### PDN straps and rails

Drawn at 2 px/um. Pins as bars on the die edge.
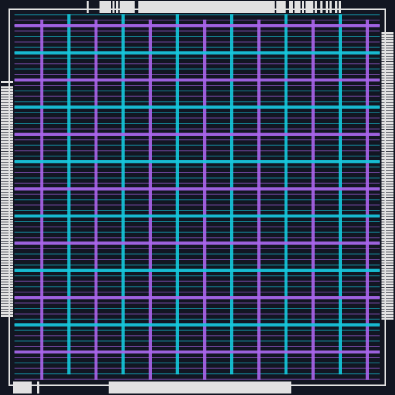
### Gate-type map

Drawn at 1.5 px/um.
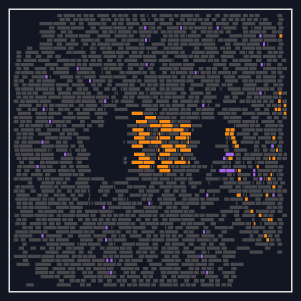
### Routed clock nets over the placement

Drawn at 1.5 px/um.
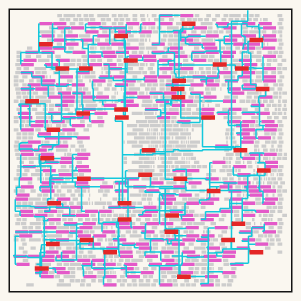
### Routed metal, one color a layer

Drawn at 2 px/um.
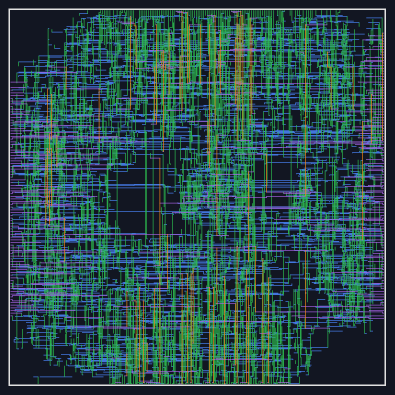
==> src/rtl/cg_axi5lite_regfile_if.sv <==
// AXI5-Lite bus bundle for the register file: the write request, write data,
// write response, read request and read data channels. Clock and reset are
// kept outside the bundle.
interface cg_axi5lite_regfile_if #(
    parameter int DATA_WIDTH = 32,
    parameter int ADDR_WIDTH = 32
);
    logic                      AWVALID;
    logic                      AWREADY;
    logic [ADDR_WIDTH-1:0]     AWADDR;
    logic [2:0]                AWPROT;

    logic                      WVALID;
    logic                      WREADY;
    logic [DATA_WIDTH-1:0]     WDATA;
    logic [DATA_WIDTH/8-1:0]   WSTRB;

    logic                      BVALID;
    logic                      BREADY;

    logic                      ARVALID;
    logic                      ARREADY;
    logic [ADDR_WIDTH-1:0]     ARADDR;
    logic [2:0]                ARPROT;

    logic                      RVALID;
    logic                      RREADY;
    logic [DATA_WIDTH-1:0]     RDATA;

    modport master (
        output AWVALID, AWADDR, AWPROT, WVALID, WDATA, WSTRB, BREADY,
               ARVALID, ARADDR, ARPROT, RREADY,
        input  AWREADY, WREADY, BVALID, ARREADY, RVALID, RDATA
    );

    modport slave (
        input  AWVALID, AWADDR, AWPROT, WVALID, WDATA, WSTRB, BREADY,
               ARVALID, ARADDR, ARPROT, RREADY,
        output AWREADY, WREADY, BVALID, ARREADY, RVALID, RDATA
    );
endinterface

==> src/rtl/cg_axi5lite_regfile.sv <==
// AXI5-Lite slave exposing NUM_REGS byte-writable registers. The write path
// holds one transaction at a time (AW and W may arrive in any order); the
// read path is independent and returns registered data one cycle after AR.
module cg_axi5lite_regfile #(
    parameter int DATA_WIDTH = 32,
    parameter int ADDR_WIDTH = 32,
    parameter int NUM_REGS   = 8
) (
    input  logic                           ACLK,
    input  logic                           ARESETn,
    cg_axi5lite_regfile_if.slave           s_axi,
    output logic [NUM_REGS*DATA_WIDTH-1:0] reg_o,
    output logic [NUM_REGS-1:0]            reg_wr_o
);
    localparam int STRB_W = DATA_WIDTH / 8;
    localparam int OFS    = $clog2(STRB_W);
    localparam int IDX_W  = $clog2(NUM_REGS);
    localparam int HI_LSB = OFS + IDX_W;

    // Write-path state
    logic                  r_rst_done;
    logic                  r_aw_held;
    logic                  r_w_held;
    logic                  r_bvalid;
    logic [ADDR_WIDTH-1:0] r_awaddr;
    logic [DATA_WIDTH-1:0] r_wdata;
    logic [STRB_W-1:0]     r_wstrb;
    logic [NUM_REGS-1:0]   r_reg_wr;

    // Read-path state
    logic                  r_rvalid;
    logic [DATA_WIDTH-1:0] r_rdata;

    logic                  w_aw_hs;
    logic                  w_w_hs;
    logic                  w_commit;
    logic [ADDR_WIDTH-1:0] w_wr_addr;
    logic [DATA_WIDTH-1:0] w_wr_data;
    logic [STRB_W-1:0]     w_wr_strb;
    logic [IDX_W-1:0]      w_wr_idx;
    logic                  w_wr_oor;
    logic [NUM_REGS-1:0]   w_wr_sel;
    logic                  w_ar_hs;
    logic [IDX_W-1:0]      w_rd_idx;
    logic                  w_rd_oor;
    logic [DATA_WIDTH-1:0] w_regs [NUM_REGS];
    logic                  w_unused_ok;

    // Readies are held low until the first edge after reset release.
    assign s_axi.AWREADY = r_rst_done & ~r_aw_held & ~r_bvalid;
    assign s_axi.WREADY  = r_rst_done & ~r_w_held  & ~r_bvalid;
    assign s_axi.ARREADY = r_rst_done & ~r_rvalid;
    assign s_axi.BVALID  = r_bvalid;
    assign s_axi.RVALID  = r_rvalid;
    assign s_axi.RDATA   = r_rdata;
    assign reg_wr_o      = r_reg_wr;

    assign w_aw_hs  = s_axi.AWVALID & s_axi.AWREADY;
    assign w_w_hs   = s_axi.WVALID  & s_axi.WREADY;
    assign w_ar_hs  = s_axi.ARVALID & s_axi.ARREADY;

    // Commit as soon as both halves are present, either held or arriving now.
    assign w_commit  = (r_aw_held | w_aw_hs) & (r_w_held | w_w_hs);
    assign w_wr_addr = r_aw_held ? r_awaddr : s_axi.AWADDR;
    assign w_wr_data = r_w_held  ? r_wdata  : s_axi.WDATA;
    assign w_wr_strb = r_w_held  ? r_wstrb  : s_axi.WSTRB;

    assign w_wr_idx = w_wr_addr[OFS +: IDX_W];
    assign w_wr_oor = (w_wr_addr >> HI_LSB) != '0;
    assign w_rd_idx = s_axi.ARADDR[OFS +: IDX_W];
    assign w_rd_oor = (s_axi.ARADDR >> HI_LSB) != '0;

    // Protection attributes carry no meaning for this block.
    assign w_unused_ok = ^{s_axi.AWPROT, s_axi.ARPROT};

    generate
        for (genvar gi = 0; gi < NUM_REGS; gi++) begin : g_reg
            logic [DATA_WIDTH-1:0] r_reg;

            assign w_wr_sel[gi] = w_commit & ~w_wr_oor & (w_wr_idx == IDX_W'(gi));
            assign w_regs[gi]   = r_reg;
            assign reg_o[gi*DATA_WIDTH +: DATA_WIDTH] = r_reg;

            // Byte-lane update of this register on a committed write.
            always_ff @(posedge ACLK or negedge ARESETn) begin
                if (!ARESETn) begin
                    r_reg <= '0;
                end else if (w_wr_sel[gi]) begin
                    for (int k = 0; k < STRB_W; k++) begin
                        if (w_wr_strb[k]) begin
                            r_reg[k*8 +: 8] <= w_wr_data[k*8 +: 8];
                        end
                    end
                end
            end
        end
    endgenerate

    // Marks the first edge after reset release so readies come up there.
    always_ff @(posedge ACLK or negedge ARESETn) begin
        if (!ARESETn) begin
            r_rst_done <= 1'b0;
        end else begin
            r_rst_done <= 1'b1;
        end
    end

    // Write channel: capture AW/W, commit, then hold B until accepted.
    always_ff @(posedge ACLK or negedge ARESETn) begin
        if (!ARESETn) begin
            r_aw_held <= 1'b0;
            r_w_held  <= 1'b0;
            r_bvalid  <= 1'b0;
            r_awaddr  <= '0;
            r_wdata   <= '0;
            r_wstrb   <= '0;
            r_reg_wr  <= '0;
        end else begin
            r_reg_wr <= w_wr_sel;
            if (w_commit) begin
                r_aw_held <= 1'b0;
                r_w_held  <= 1'b0;
                r_bvalid  <= 1'b1;
            end else begin
                if (w_aw_hs) begin
                    r_aw_held <= 1'b1;
                    r_awaddr  <= s_axi.AWADDR;
                end
                if (w_w_hs) begin
                    r_w_held <= 1'b1;
                    r_wdata  <= s_axi.WDATA;
                    r_wstrb  <= s_axi.WSTRB;
                end
                if (r_bvalid && s_axi.BREADY) begin
                    r_bvalid <= 1'b0;
                end
            end
        end
    end

    // Read channel: register data on AR, hold it until R is accepted.
    always_ff @(posedge ACLK or negedge ARESETn) begin
        if (!ARESETn) begin
            r_rvalid <= 1'b0;
            r_rdata  <= '0;
        end else if (w_ar_hs) begin
            r_rvalid <= 1'b1;
            r_rdata  <= w_rd_oor ? '0 : w_regs[w_rd_idx];
        end else if (r_rvalid && s_axi.RREADY) begin
            r_rvalid <= 1'b0;
        end
    end
endmodule

==> src/flat_wrapper.sv <==
// flat-port wrapper written by rule: the top's interface ports become plain ports
module cg_axi5lite_regfile_flat 
#(
    parameter int DATA_WIDTH = 32,
    parameter int ADDR_WIDTH = 32,
    parameter int NUM_REGS   = 8
)
  (ACLK, ARESETn, reg_o, reg_wr_o, s_axi_AWVALID, s_axi_AWADDR, s_axi_AWPROT, s_axi_WVALID, s_axi_WDATA, s_axi_WSTRB, s_axi_BREADY, s_axi_ARVALID, s_axi_ARADDR, s_axi_ARPROT, s_axi_RREADY, s_axi_AWREADY, s_axi_WREADY, s_axi_BVALID, s_axi_ARREADY, s_axi_RVALID, s_axi_RDATA);
  cg_axi5lite_regfile_if #(.DATA_WIDTH(DATA_WIDTH), .ADDR_WIDTH(ADDR_WIDTH)) s_axi_i ();
  input  logic ACLK;
  input  logic ARESETn;
  output logic [NUM_REGS*DATA_WIDTH-1:0] reg_o;
  output logic [NUM_REGS-1:0] reg_wr_o;
  input wire logic [$bits(s_axi_i.AWVALID)-1:0] s_axi_AWVALID;
  input wire logic [$bits(s_axi_i.AWADDR)-1:0] s_axi_AWADDR;
  input wire logic [$bits(s_axi_i.AWPROT)-1:0] s_axi_AWPROT;
  input wire logic [$bits(s_axi_i.WVALID)-1:0] s_axi_WVALID;
  input wire logic [$bits(s_axi_i.WDATA)-1:0] s_axi_WDATA;
  input wire logic [$bits(s_axi_i.WSTRB)-1:0] s_axi_WSTRB;
  input wire logic [$bits(s_axi_i.BREADY)-1:0] s_axi_BREADY;
  input wire logic [$bits(s_axi_i.ARVALID)-1:0] s_axi_ARVALID;
  input wire logic [$bits(s_axi_i.ARADDR)-1:0] s_axi_ARADDR;
  input wire logic [$bits(s_axi_i.ARPROT)-1:0] s_axi_ARPROT;
  input wire logic [$bits(s_axi_i.RREADY)-1:0] s_axi_RREADY;
  output wire logic [$bits(s_axi_i.AWREADY)-1:0] s_axi_AWREADY;
  output wire logic [$bits(s_axi_i.WREADY)-1:0] s_axi_WREADY;
  output wire logic [$bits(s_axi_i.BVALID)-1:0] s_axi_BVALID;
  output wire logic [$bits(s_axi_i.ARREADY)-1:0] s_axi_ARREADY;
  output wire logic [$bits(s_axi_i.RVALID)-1:0] s_axi_RVALID;
  output wire logic [$bits(s_axi_i.RDATA)-1:0] s_axi_RDATA;
  assign s_axi_i.AWVALID = s_axi_AWVALID;
  assign s_axi_i.AWADDR = s_axi_AWADDR;
  assign s_axi_i.AWPROT = s_axi_AWPROT;
  assign s_axi_i.WVALID = s_axi_WVALID;
  assign s_axi_i.WDATA = s_axi_WDATA;
  assign s_axi_i.WSTRB = s_axi_WSTRB;
  assign s_axi_i.BREADY = s_axi_BREADY;
  assign s_axi_i.ARVALID = s_axi_ARVALID;
  assign s_axi_i.ARADDR = s_axi_ARADDR;
  assign s_axi_i.ARPROT = s_axi_ARPROT;
  assign s_axi_i.RREADY = s_axi_RREADY;
  assign s_axi_AWREADY = s_axi_i.AWREADY;
  assign s_axi_WREADY = s_axi_i.WREADY;
  assign s_axi_BVALID = s_axi_i.BVALID;
  assign s_axi_ARREADY = s_axi_i.ARREADY;
  assign s_axi_RVALID = s_axi_i.RVALID;
  assign s_axi_RDATA = s_axi_i.RDATA;
  cg_axi5lite_regfile #(.DATA_WIDTH(DATA_WIDTH), .ADDR_WIDTH(ADDR_WIDTH), .NUM_REGS(NUM_REGS)) u_core (.ACLK(ACLK), .ARESETn(ARESETn), .s_axi(s_axi_i), .reg_o(reg_o), .reg_wr_o(reg_wr_o));
endmodule
==> config.mk <==
export PLATFORM = sky130hd
export DESIGN_NAME = cg_axi5lite_regfile_flat
export DESIGN_NICKNAME = d
export VERILOG_FILES = /design/src/rtl/cg_axi5lite_regfile_if.sv /design/src/rtl/cg_axi5lite_regfile.sv /design/src/flat_wrapper.sv
export SDC_FILE = /design/constraint.sdc
export NUM_CORES = 1
export LEC_CHECK = 0
export CAP_MARGIN = 5
export CORE_MARGIN = 2
export CORE_UTILIZATION = 50
export DETAILED_ROUTE_END_ITERATION = 6
export GPL_TIMING_DRIVEN = 0
export PLACE_DENSITY = 0.81
export SLEW_MARGIN = 20
export SYNTH_ARGS = -nofsm -noshare
export SYNTH_HDL_FRONTEND = slang
export SYNTH_SLANG_ARGS = --single-unit
==> constraint.sdc <==
create_clock -name ACLK -period 3.43 [get_ports ACLK]
set_clock_uncertainty 0.1 [all_clocks]
set_input_delay 0.8575 -clock ACLK [delete_from_list [all_inputs] [get_ports ACLK]]
set_output_delay 0.8575 -clock ACLK [all_outputs]
set_load 0.01 [all_outputs]
==> GITHUB_STEP_SUMMARY <==
### Flow metrics

| Metric | Value |
|---|---|
| Outcome | `finished, final reports clean` |
| GPL Wtd Cong | `0.829` |
| Final period utilization | `94.8%` |
| Fp util | `50.5%` |
| Root buf cell | `clkbuf_16` |
| RSZ-0062 raised after global routing | `false` |
| Critical path class | `in -> reg` |
| Tot GR Track Use | `29.9%` |
| Most numerous logic cells after layout | `clkdlybuf4s50_1, dfrtp_1, mux2_2` |
| Nets | `1,669` |
| Ys async rst share | `100%` |
| Vias in the first global route | `12,600` |
| Clock H-tree levels | `2` |
| Crit path max fanout | `10` |
| Clk pin slew, worst setup/hold paths | `0.06 ns` |
| CP Data Arrival Time | `3.56 ns` |
| Final ANT Viol Nets | `0` |
| I/O Pins | `414` |
| Initial DRC count | `646` |
| Yosys top cell by area | `dfrtp_1` |
| Chip area | `0.0351 mm2` |
## Picture notes: 'PDN straps and rails'
- VSS: purple
- VDD: cyan
- met1 rails: 68
- met4 straps: 13
- met5 straps: 13
- signal pins: 414
- rows: 67
Die X-Extent: 187 um
VDD IR max: 0.000412 V
area of the core: 0.0333 mm2
die height: 187 um

## Picture notes: 'Gate-type map'
- nor cells: orange (cells 75; most used nor4_4)
- aoi and oai cells: purple (cells 41; most used o21ai_0; where spread over the die)
Layout Cells excl Fill: 2,039
Comb area share: 31.5%
most numerous logic cell after layout: clkdlybuf4s50_1

## Picture notes: 'Routed clock nets over the placement'
- clock drivers: red (count 40)
- clock wires: cyan (length 4,410 um)
- flip-flops: magenta (count 367)
- flops lie: spread over the die
clk latency late pin: 0.52 ns
Clk power: 4.54 mW
Clk pwr share: 39.5%

## Picture notes: 'Routed metal, one color a layer'
- metal 2: green (wire length 25.3 mm)
- metal 1: blue (wire length 20.3 mm)
- metal 3: purple (wire length 4,110 um)
- metal 4: orange (wire length 2,630 um)
final wirelength: 52.4 mm
wire per inst: 25.7 um

[power by group]
part	leakage (nW)	switching (mW)	total [mW]	internal, mW
Sequential	4.99	0.215	4.96	4.74
Combinational	4.93	1.14	1.99	0.851
Clock	0.674	1.73	4.54	2.81
Total	10.6	3.09	11.5	8.40
[layer usage]
layer	share of wire (%)	wire, um	vias up	track usage [%]
met5	0	0	-	0
met2	48	25300	529	49.0
li1	-	-	5025	-
met1	39	20300	6077	37.0
met3	7.8	4110	155	7.64
met4	5.0	2630	0	14.7
[cell families after synthesis]
group / count (synthesis) / synth area share, %
AOI/OAI and AO/OA: 43 / 1.42
buffers and inverters: 53 / 1.34
DFF: 367 / 54.7
muxes: 456 / 34.9
other: 1 / 0.0223
and+or+nand+nor: 156 / 7.63
[what timing repair did]
| item | CTS | global route |
|---|---|---|
| resized | 2 | 1 |
| setup buffers | 33 | 0 |
| endpoints found under the setup margin | 241 | 8 |
| hold endpoints to repair | 0 | 0 |
| hold buffers | 0 | 0 |
| pin swaps | 30 | 1 |
[stage by stage]
stage / worst slack (ns) / hold WS, ns / setup TNS [ns] / instances / util (%)
floorplan: 0.274 / 0.371 / 0 / 1076 / -
global placement: -14.45 / 0.363 / -5445.39 / 1924 / 64.2
detailed placement: -0.749 / 0.370 / -165.95 / 1928 / 64.6
CTS: 0.122 / 0.166 / 0 / 2033 / 70.5
global route: 0.0683 / 0.186 / 0 / 2038 / 70.6
finish: 0.177 / 0.155 / 0 / 2039 / 70.6
[critical path: stages]
cell and delay [ns]:
clkdlybuf4s50_1 0.43, nor4_1 0.36, nand4_1 0.14, o41a_1 0.17, clkbuf_1 0.18, buf_4 0.26, nor4_4 0.74, mux2_2 0.42
[layout make-up]
class / count / area, um2
Antenna cell: 5 / 12.5
Buffer: 49 / 215
Clock buffer: 59 / 1160
Clock inverter: 13 / 228
Fill cell: 2235 / 9770
Inverter: 4 / 15.0
Multi-Input combinational cell: 656 / 7410
Sequential cell: 367 / 9180
Tap cell: 448 / 561
Timing Repair Buffer: 438 / 4720
[cell usage after synthesis, drive strengths merged, types with 3 or more instances]
master	n
nor2b	4
mux2i	38
o22ai	3
buf	22
dfrtp	367
mux4	64
inv	4
mux2	354
nand2	70
nor3	4
nor4b	9
nor4	47
o21ai	33
clkbuf	27
nor2	11
[path summary, 6_finish.rpt]
check                                       from                         to  slack [ns]  cells past startpoint
min in group ACLK          u_core.s_axi.RDATA[3]      u_core.s_axi.RDATA[3]        0.38                      2
max reg2reg                     u_core.r_aw_held   u_core.g_reg[7].r_reg[7]        0.20                      7
max in group asynchronous                ARESETn   u_core.g_reg[1].r_reg[4]        1.92                      3
min reg2reg                u_core.s_axi.RDATA[3]      u_core.s_axi.RDATA[3]        0.38                      2
max                             s_axi_AWADDR[11]   u_core.g_reg[1].r_reg[5]        0.18                      8
min                                      ARESETn  u_core.g_reg[0].r_reg[17]        0.15                      1
Power figures rest on the tool's default switching activity, not on a simulated workload.
